==> run_1/sizes.png <==
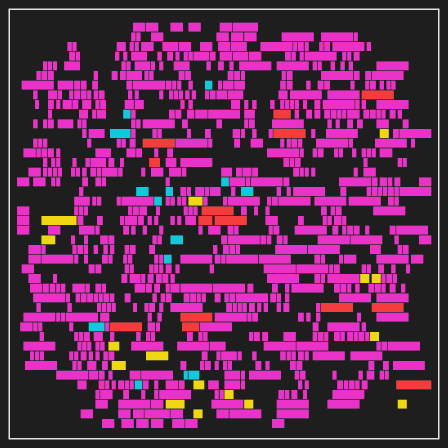
==> run_1/cell_density.png <==
The die is cut into 12 by 12 equal tiles; black is low, pale yellow is high, 0 to 100% covered.
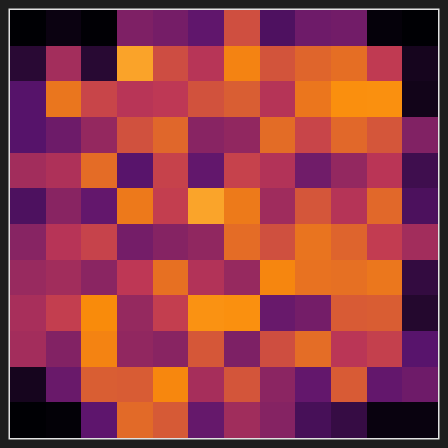
==> run_1/placement_by_type.png <==
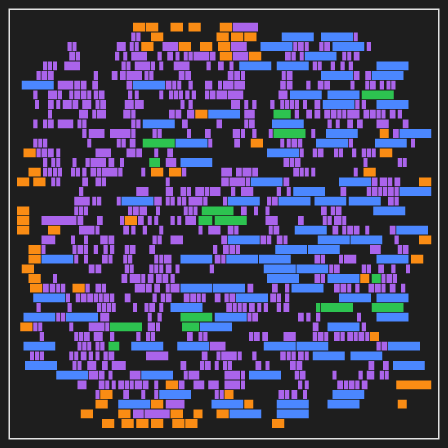
===== src/rtl/isa_pkg.sv =====
// rtl/isa_pkg.sv - op and pc_sel encodings shared by decode, the sequencer and the PC mux
package isa_pkg;

    typedef enum logic [1:0] {
        OP_SEQ    = 2'b00,
        OP_BRANCH = 2'b01,
        OP_JUMP   = 2'b10,
        OP_RETURN = 2'b11
    } op_e;

    typedef enum logic [1:0] {
        SEL_INC = 2'd0,
        SEL_BR  = 2'd1,
        SEL_TGT = 2'd2,
        SEL_RAS = 2'd3
    } pc_sel_e;

endpackage


===== src/rtl/pc_ras.sv =====
// rtl/pc_ras.sv - circular return-address stack; a push when full overwrites the oldest entry
module pc_ras #(
    parameter int WIDTH = 16,
    parameter int DEPTH = 4
) (
    input  logic                     clk,
    input  logic                     rst_n,
    input  logic                     push,
    input  logic                     pop,
    input  logic [WIDTH-1:0]         data_in,
    output logic [WIDTH-1:0]         top,
    output logic [$clog2(DEPTH):0]   count,
    output logic                     full,
    output logic                     empty
);
    localparam int PW = $clog2(DEPTH);
    localparam int CW = PW + 1;
    localparam logic [CW-1:0] CNT_ONE  = CW'(1);
    localparam logic [CW-1:0] CNT_FULL = CW'(DEPTH);
    localparam logic [PW-1:0] PTR_ONE  = PW'(1);

    logic [WIDTH-1:0] mem_q [DEPTH];
    logic [WIDTH-1:0] mem_d [DEPTH];
    logic [PW-1:0]    wr_ptr_q, wr_ptr_d;
    logic [CW-1:0]    count_q, count_d;

    assign full  = (count_q == CNT_FULL);
    assign empty = (count_q == '0);
    assign count = count_q;
    // wr_ptr points at the next free slot, so the top sits one below it
    assign top   = mem_q[wr_ptr_q - PTR_ONE];

    always_comb begin
        mem_d    = mem_q;
        wr_ptr_d = wr_ptr_q;
        count_d  = count_q;
        if (push) begin
            mem_d[wr_ptr_q] = data_in;
            wr_ptr_d        = wr_ptr_q + PTR_ONE;
            if (!full) count_d = count_q + CNT_ONE;
        end else if (pop && !empty) begin
            wr_ptr_d = wr_ptr_q - PTR_ONE;
            count_d  = count_q - CNT_ONE;
        end
    end

    always_ff @(posedge clk or negedge rst_n) begin
        if (!rst_n) begin
            wr_ptr_q <= '0;
            count_q  <= '0;
            for (int i = 0; i < DEPTH; i++) mem_q[i] <= '0;
        end else begin
            wr_ptr_q <= wr_ptr_d;
            count_q  <= count_d;
            for (int i = 0; i < DEPTH; i++) mem_q[i] <= mem_d[i];
        end
    end

endmodule


===== src/rtl/pc_sequencer.sv =====
// rtl/pc_sequencer.sv - registered program counter, next-PC source select and call/return stack
module pc_sequencer
    import isa_pkg::*;
#(
    parameter int                  PC_WIDTH  = 16,
    parameter int                  OFF_WIDTH = 11,
    parameter int                  RAS_DEPTH = 4,
    parameter logic [PC_WIDTH-1:0] RESET_PC  = 16'h0000
) (
    input  logic                       clk,
    input  logic                       rst_n,
    input  logic                       stall,
    input  logic [1:0]                 op,
    input  logic                       cond,
    input  logic                       call,
    input  logic [OFF_WIDTH-1:0]       offset,
    input  logic [PC_WIDTH-1:0]        target,
    output logic [PC_WIDTH-1:0]        pc,
    output logic [1:0]                 pc_sel,
    output logic [$clog2(RAS_DEPTH):0] ras_count,
    output logic                       ras_overflow,
    output logic                       ras_underflow
);
    logic [PC_WIDTH-1:0] pc_q, pc_d;
    logic                ovf_q, ovf_d;
    logic                unf_q, unf_d;
    logic [PC_WIDTH-1:0] pc_inc, off_sext, nxt_pc, ras_top;
    logic                push, pop, ras_full, ras_empty;
    pc_sel_e             sel;

    assign pc_inc   = pc_q + PC_WIDTH'(1);
    assign off_sext = {{(PC_WIDTH-OFF_WIDTH){offset[OFF_WIDTH-1]}}, offset};

    pc_ras #(
        .WIDTH (PC_WIDTH),
        .DEPTH (RAS_DEPTH)
    ) u_ras (
        .clk     (clk),
        .rst_n   (rst_n),
        .push    (push),
        .pop     (pop),
        .data_in (pc_inc),
        .top     (ras_top),
        .count   (ras_count),
        .full    (ras_full),
        .empty   (ras_empty)
    );

    // Decode runs even while stalled so pc_sel stays informative; only state updates are gated.
    always_comb begin
        sel    = SEL_INC;
        nxt_pc = pc_inc;
        push   = 1'b0;
        pop    = 1'b0;
        pc_d   = pc_q;
        ovf_d  = ovf_q;
        unf_d  = unf_q;
        case (op_e'(op))
            OP_BRANCH: if (cond) begin
                sel    = SEL_BR;
                nxt_pc = pc_inc + off_sext;
            end
            OP_JUMP: begin
                sel    = SEL_TGT;
                nxt_pc = target;
            end
            OP_RETURN: if (!ras_empty) begin
                sel    = SEL_RAS;
                nxt_pc = ras_top;
            end
            default: ;
        endcase
        if (!stall) begin
            pc_d = nxt_pc;
            if (op_e'(op) == OP_JUMP && call) begin
                push = 1'b1;
                if (ras_full) ovf_d = 1'b1;
            end
            if (op_e'(op) == OP_RETURN) begin
                if (ras_empty) unf_d = 1'b1;
                else           pop   = 1'b1;
            end
        end
    end

    always_ff @(posedge clk or negedge rst_n) begin
        if (!rst_n) begin
            pc_q  <= RESET_PC;
            ovf_q <= 1'b0;
            unf_q <= 1'b0;
        end else begin
            pc_q  <= pc_d;
            ovf_q <= ovf_d;
            unf_q <= unf_d;
        end
    end

    assign pc            = pc_q;
    assign pc_sel        = sel;
    assign ras_overflow  = ovf_q;
    assign ras_underflow = unf_q;

endmodule


===== config.mk =====
export PLATFORM = sky130hd
export DESIGN_NAME = pc_sequencer
export DESIGN_NICKNAME = d
export VERILOG_FILES = /design/src/rtl/isa_pkg.sv /design/src/rtl/pc_ras.sv /design/src/rtl/pc_sequencer.sv
export SDC_FILE = /design/constraint.sdc
export NUM_CORES = 1
export LEC_CHECK = 0
export ABC_AREA = 1
export CAP_MARGIN = 20
export CORE_MARGIN = 1.5
export CORE_UTILIZATION = 40
export CTS_CLUSTER_SIZE = 16
export DETAILED_ROUTE_END_ITERATION = 10
export MAX_ROUTING_LAYER = met4
export PLACE_DENSITY = 0.57
export SETUP_SLACK_MARGIN = 0.2
export SYNTH_ARGS = -nofsm -noshare
export SYNTH_HDL_FRONTEND = slang
export SYNTH_SLANG_ARGS = --single-unit
export TNS_END_PERCENT = 1

===== constraint.sdc =====
create_clock -name clk -period 4.7 [get_ports clk]
set_clock_uncertainty 0.05 [all_clocks]
set_input_delay 0.47 -clock clk [delete_from_list [all_inputs] [get_ports clk]]
set_output_delay 0.47 -clock clk [all_outputs]
set_load 0.01 [all_outputs]

==> impl_table.tex, run 1 <==
% Table of physical implementation metrics
\begin{tabular}{lr}
\hline
Metric & Value \\
\hline
\multicolumn{2}{l}{\textbf{Worst setup path}} \\
\quad Crit-path slowest cell & sky130\_fd\_sc\_hd\_\_xor2\_1 \\
\quad Worst setup SP type & flop \\
\quad Critical-path maximum fanout & 8 \\
\quad Largest delay share family, worst path & simple AND/OR/NAND/NOR gates \\
\quad CP required & 4.88 ns \\
\quad Arrival time of the worst setup path & 3.47 ns \\
\quad Register-to-register setup slack & 1.41 ns \\
\multicolumn{2}{l}{\textbf{Clock tree}} \\
\quad Number of buffers on the longest clock path & 2 \\
\quad CTS sink cnt & 87 \\
\quad Clock tree from TritonCTS & yes \\
\quad Post-CTS Setup Repair Bufs & 0 \\
\quad Post-CTS Hold Buffers & 0 \\
\quad Cts repair resizes & 0 \\
\multicolumn{2}{l}{\textbf{Floorplanning}} \\
\quad Floorplan core area & 13300 µm² \\
\quad \# IOs & 57 \\
\quad Floorplan die area & 14500 µm² \\
\quad Horizontal extent of the die & 120 µm \\
\multicolumn{2}{l}{\textbf{Placed design}} \\
\quad Cell total after placement & 975 \\
\quad Minimum setup slack after placement & 1.47 ns \\
\multicolumn{2}{l}{\textbf{Timing}} \\
\quad Highest Clock Rate & 0.304 GHz \\
\quad Fin Hold WS & -0.00371 ns \\
\quad Worst slew margin relative to its limit & 44.4\% \\
\quad Final setup margin & 1.41 ns \\
\quad Sum of negative setup slack & 0 ns \\
\quad Endpoints failing setup & 0 \\
\quad Final hold violation count & 7 \\
\quad Fraction of the cycle the final worst path needs & 70.0\% \\
\multicolumn{2}{l}{\textbf{Cells and area}} \\
\quad Number of ordinary inverters in the final layout & 97 \\
\quad Synthesis-to-layout area growth & 18.9\% \\
\quad Share of the final layout cell area in multi-input gates & 43.8\% \\
\quad Biggest area consumer among cell classes & combinational gates \\
\quad Signal buffers share of area & 9.62\% \\
\quad Clock buffers & 12 \\
\quad Number of flip-flops and latches & 87 \\
\quad Combined area of the multi-input logic cells & 2870 µm² \\
\quad Footprint of the flip-flops and latches & 2180 µm² \\
\quad Mi-comb count & 552 \\
\multicolumn{2}{l}{\textbf{Logic synthesis}} \\
\quad Registers, synthesis & 87 \\
\quad Post-synthesis share of cell area spent on and, or, nand and nor gates & 26.1\% \\
\quad Top\_reg\_cell synth & sky130\_fd\_sc\_hd\_\_dfrtp\_1 \\
\quad Count of flip-flops with a built-in enable after synthesis & 0 \\
\quad Adder and majority gate portion of the synthesized area & 5.94\% \\
\quad Yosys warning count & 0 \\
\quad Post-synthesis net count & 819 \\
\quad Post-synthesis cell count from yosys & 760 \\
\quad Multiplexer fraction of the synthesized cell area & 0.272\% \\
\multicolumn{2}{l}{\textbf{Pwr}} \\
\quad Fraction of power consumed by combinational cells & 50.1\% \\
\quad Combinational logic power & 0.00200 W \\
\quad Clock network power & 0.000719 W \\
\quad Power group with the largest share & combinational logic \\
\quad Part of the power in the clock network & 18.0\% \\
\quad Largest vdd supply drop & 0.251 mV \\
\quad Sw frac & 45.3\% \\
\multicolumn{2}{l}{\textbf{Detailed routing}} \\
\quad Uppermost routed layer & met4 \\
\quad Number of DRC violations after detailed-routing iteration 0 & 449 \\
\quad Met3 WL post-DR & 887 µm \\
\quad Routed length on met2 & 8.19 mm \\
\multicolumn{2}{l}{\textbf{Global routing}} \\
\quad Number of global-route vias before repair & 4926 \\
\quad Overall global routing resource usage & 25.5\% \\
\quad First-pass GRT wire length & 27.2 mm \\
\multicolumn{2}{l}{\textbf{Outcome}} \\
\quad Result of the run & finished, violations left \\
\quad Violated checks & negative hold slack \\
\multicolumn{2}{l}{\textbf{Flow run}} \\
\quad Number of logged tool warnings & 32 \\
\multicolumn{2}{l}{\textbf{Worst hold path}} \\
\quad Class of the most critical hold timing path & input pin to async pin \\
\hline
\end{tabular}
Back to the opening pictures, sizes.png:
Key: _2 cells = cyan [cells 14]; _0 and _1 cells = magenta [cells 771]; _3 and _4 cells = yellow [cells 16]; _6 and larger = red [cells 14]

Back to the opening pictures, cell_density.png:
The fullest tile reaches 80%. 4.2% of the tiles are over 75% full. 4.2% of the tiles are nearly empty. The mean over all tiles is 44%.

Back to the opening pictures, placement_by_type.png:
Key: flops = blue [cells 87, share of their area 34%]; other buffers and delay cells = orange [cells 63, share of their area 10%]; clock drivers and dummy loads = green [cells 16, share of their area 4.6%]; combinational and other logic = purple [cells 649, share of their area 51%]

==> run 1: metrics by stage <==
step                      cell area, µm²  total power [W]
after detailed placement            6260          0.00328
after global placement              6240          0.00325
after CTS                           6560          0.00402
final                               6560          0.00400
after floorplan                     5520          0.00257
after global routing                6560          0.00436
==> run 1: placed cells by master, fill, tap and decap left out, types with 3 or more instances in the layout <==
| cell | count |
|---|---|
| sky130_fd_sc_hd__nand2_1 | 248 |
| sky130_fd_sc_hd__inv_1 | 95 |
| sky130_fd_sc_hd__o21ai_0 | 95 |
| sky130_fd_sc_hd__dfrtp_1 | 87 |
| sky130_fd_sc_hd__clkdlybuf4s50_1 | 55 |
| sky130_fd_sc_hd__nand3_1 | 42 |
| sky130_fd_sc_hd__a21oi_1 | 42 |
| sky130_fd_sc_hd__nor2_1 | 29 |
| sky130_fd_sc_hd__ha_1 | 23 |
| sky130_fd_sc_hd__xor2_1 | 9 |
| sky130_fd_sc_hd__clkbuf_16 | 9 |
| sky130_fd_sc_hd__buf_4 | 7 |
| sky130_fd_sc_hd__o21bai_1 | 4 |
| sky130_fd_sc_hd__or2_2 | 4 |
| sky130_fd_sc_hd__o211ai_1 | 4 |
| sky130_fd_sc_hd__a21o_1 | 4 |
| sky130_fd_sc_hd__a32o_1 | 4 |
| sky130_fd_sc_hd__o22ai_1 | 4 |
| sky130_fd_sc_hd__nor2_4 | 3 |
| sky130_fd_sc_hd__nand3_2 | 3 |
| sky130_fd_sc_hd__nor3_1 | 3 |
| sky130_fd_sc_hd__nand4_1 | 3 |
| sky130_fd_sc_hd__a22oi_1 | 3 |
| sky130_fd_sc_hd__nand3b_1 | 3 |
==> run 1: state kept, by name, summed over array words and instances (netlist names) <==
register,count
u_ras.count,3
ras_underflow,1
pc,16
u_ras.wr_ptr_q,2
ras_overflow,1
u_ras.mem_q,64
==> run 2, diff against run 1 <==
clock period = 3.2 ns   (was 4.7 ns; I/O delays follow)
==> run 2 against run 1 <==
Against the previous run: the run now ends clean; power increased by 53%; global-route usage increased by 0.35 points; count of clock-buffer cells in the layout decreased by 1; area after synthesis unchanged; critical path type unchanged; critical endpoint is now pc[14].
==> impl_table.tex, run 2 <==
% Table of physical implementation metrics
\begin{tabular}{lr}
\hline
Metric & Value \\
\hline
\multicolumn{2}{l}{\textbf{Cells and area}} \\
\quad Max FFs per register & 64 (unchanged) \\
\quad Register bank with the most flops & u\_ras.mem\_q \\
\quad Post-layout instance area & 6790 µm² (+3.5\%) \\
\quad Most instantiated logic cell after routing & sky130\_fd\_sc\_hd\_\_nand2\_1 \\
\quad Synthesis-to-layout area growth & 23.0\% \\
\quad Commonest cells after routing, fill and taps aside & sky130\_fd\_sc\_hd\_\_nand2\_1, sky130\_fd\_sc\_hd\_\_inv\_1, sky130\_fd\_sc\_hd\_\_o21ai\_0, sky130\_fd\_sc\_hd\_\_dfrtp\_1, sky130\_fd\_sc\_hd\_\_clkdlybuf4s50\_1 \\
\multicolumn{2}{l}{\textbf{Global routing}} \\
\quad First-pass GRT wire length & 27.8 mm (+2.2\%) \\
\quad Number of global-route vias before repair & 5042 (+2.4\%) \\
\quad Overall global routing resource usage & 25.9\% (+0.35 points) \\
\quad GR met3 Demand/Resource & 3.25\% \\
\multicolumn{2}{l}{\textbf{Logic synthesis}} \\
\quad Most common cell in the synthesized netlist & sky130\_fd\_sc\_hd\_\_nand2\_1 \\
\quad Count of flip-flops with a built-in enable after synthesis & 0 (unchanged) \\
\quad Yosys warning count & 0 (unchanged) \\
\quad Registers, synthesis & 87 (unchanged) \\
\quad Top\_reg\_cell synth & sky130\_fd\_sc\_hd\_\_dfrtp\_1 \\
\quad Post-synthesis net count & 819 (unchanged) \\
\multicolumn{2}{l}{\textbf{Timing}} \\
\quad Sum of negative setup slack & 0 ns (unchanged) \\
\quad Fraction of the cycle the final worst path needs & 88.6\% (+19 points) \\
\quad Endpoints failing setup & 0 (unchanged) \\
\quad Highest Clock Rate & 0.353 GHz (+16\%) \\
\quad Worst slew margin relative to its limit & 55.7\% (+11 points) \\
\quad Final setup margin & 0.363 ns (-1.05 ns) \\
\quad Final hold violation count & 0 (-7) \\
\multicolumn{2}{l}{\textbf{Worst setup path}} \\
\quad Largest delay share family, worst path & simple AND/OR/NAND/NOR gates \\
\quad CP required & 3.39 ns (-1.49 ns) \\
\quad Critical-path maximum fanout & 6 (-2) \\
\quad Worst setup SP type & flop \\
\quad Crit-path slowest cell & sky130\_fd\_sc\_hd\_\_dfrtp\_1 \\
\quad Arrival time of the worst setup path & 3.03 ns (-0.44 ns) \\
\multicolumn{2}{l}{\textbf{Pwr}} \\
\quad Largest vdd supply drop & 0.353 mV (+41\%) \\
\multicolumn{2}{l}{\textbf{Clock tree}} \\
\quad H-tree lvl count & 3 \\
\quad Clock tree from TritonCTS & yes \\
\quad Number of buffers on the longest clock path & 2 (unchanged) \\
\quad CTS sink cnt & 87 (unchanged) \\
\multicolumn{2}{l}{\textbf{Detailed routing}} \\
\quad Met3 WL post-DR & 966 µm (+8.9\%) \\
\quad Uppermost routed layer & met4 \\
\quad Routed length on met2 & 8.12 mm (-0.86\%) \\
\quad Number of DRC violations after detailed-routing iteration 0 & 415 (-7.6\%) \\
\quad DRC errors left & 0 \\
\multicolumn{2}{l}{\textbf{Floorplanning}} \\
\quad Floorplan core area & 13300 µm² (unchanged) \\
\quad Horizontal extent of the die & 120 µm (unchanged) \\
\quad \# IOs & 57 (unchanged) \\
\quad Floorplan die area & 14500 µm² (unchanged) \\
\multicolumn{2}{l}{\textbf{Worst hold path}} \\
\quad Class of the most critical hold timing path & flop to flop \\
\multicolumn{2}{l}{\textbf{Placed design}} \\
\quad Standard cell area after detailed placement & 6390 µm² (+2.0\%) \\
\quad Minimum setup slack after placement & 0.246 ns (-1.22 ns) \\
\multicolumn{2}{l}{\textbf{Flow run}} \\
\quad Number of logged tool warnings & 33 (+3.1\%) \\
\quad Max\_cap viols & 0 \\
\multicolumn{2}{l}{\textbf{Outcome}} \\
\quad Result of the run & finished, final reports clean \\
\hline
\end{tabular}
==> run 2: cell counts after synthesis <==
Identical to the previous run, type by type.
==> run 2: timing repair <==
action / in CTS / in global routing
setup endpoints to repair: 0 / 9
hold endpoints to repair: 43 / 0
buffers inserted: 0 / 2
hold buffers: 1 / 0
gates resized: 0 / 16
==> run 2: cells by family after synthesis <==
group           after synthesis  synth area share [%]
compound gates              172                  17.5
buf+inv                     121                  8.46
mux                           1                 0.272
flops                        87                  39.5
fa+ha+maj                    25                  5.94
xor+xnor                     11                  2.22
simple gates                343                  26.1
==> run 2: worst paths after layout <==
path,start,endpoint,slack (ns),cells after the start
min reg2reg,ras_overflow,ras_overflow,0.43,2
max reg2reg,pc[2],pc[14],0.36,15
min,ras_overflow,ras_overflow,0.43,2
max in group asynchronous,rst_n,pc[0],1.81,3
min in group asynchronous,rst_n,u_ras.wr_ptr_q[0],0.47,2
max,pc[2],pc[14],0.36,15
==> run 2: report_power, final <==
part           leakage (nW)  total [W]  internal [W]  switching (W)
Clock                 0.153    0.00112      0.000655       0.000467
Combinational          2.13    0.00312       0.00120        0.00193
Sequential             1.08    0.00187       0.00156       0.000310
==> run 2: cell type report <==
cell class / count / area (µm²)
well taps: 176 / 220
clock buffers: 11 / 253
multi-input cells: 552 / 2930
repair buffers: 85 / 778
inverters: 97 / 364
fillers: 1306 / 6560
clock inverters: 5 / 63.8
flip-flops and latches: 87 / 2180
==> run 2: stage by stage <==
step                      hold slack (ns)  instances  total power [W]  utilization [%]
after detailed placement            0.323        994          0.00491             47.9
final                               0.426       1013          0.00612             50.8
after CTS                           0.429       1011          0.00606             50.3
after floorplan                   -0.0256        760          0.00378                -
after global routing                0.439       1013          0.00661             50.8
after global placement              0.325        994          0.00487             47.9
==> run_2/placement_by_type.png <==
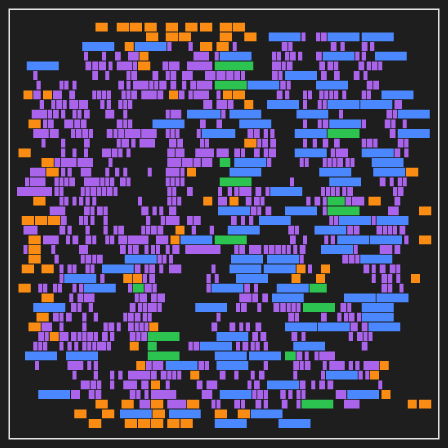
Key: other buffers and delay cells = orange [cells 85, share of their area 12%]; clock drivers and dummy loads = green [cells 16, share of their area 4.8%]; combinational and other logic = purple [cells 649, share of their area 50%]; flops = blue [cells 87, share of their area 33%]

==> run_2/flops_by_reg.png <==
Other sequential cells in the stronger gray, the rest of the logic in the fainter gray.
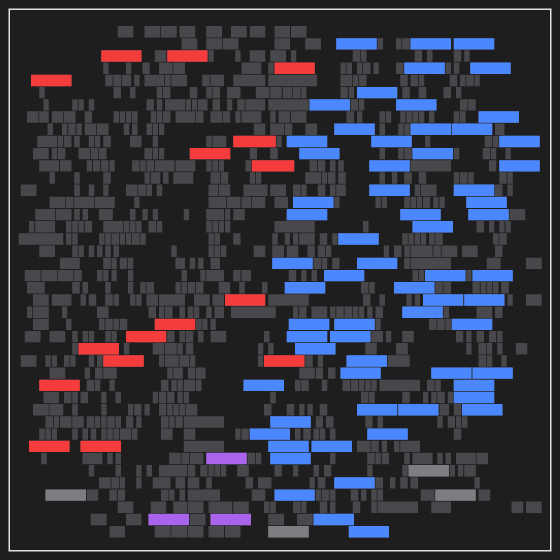
Key: pc = red [sequential cells 16]; u_ras.count = purple [sequential cells 3]; u_ras.mem_q = blue [sequential cells 64]
Another 4 sequential cells are not colored.

Power is estimated from default activity; no workload was simulated.
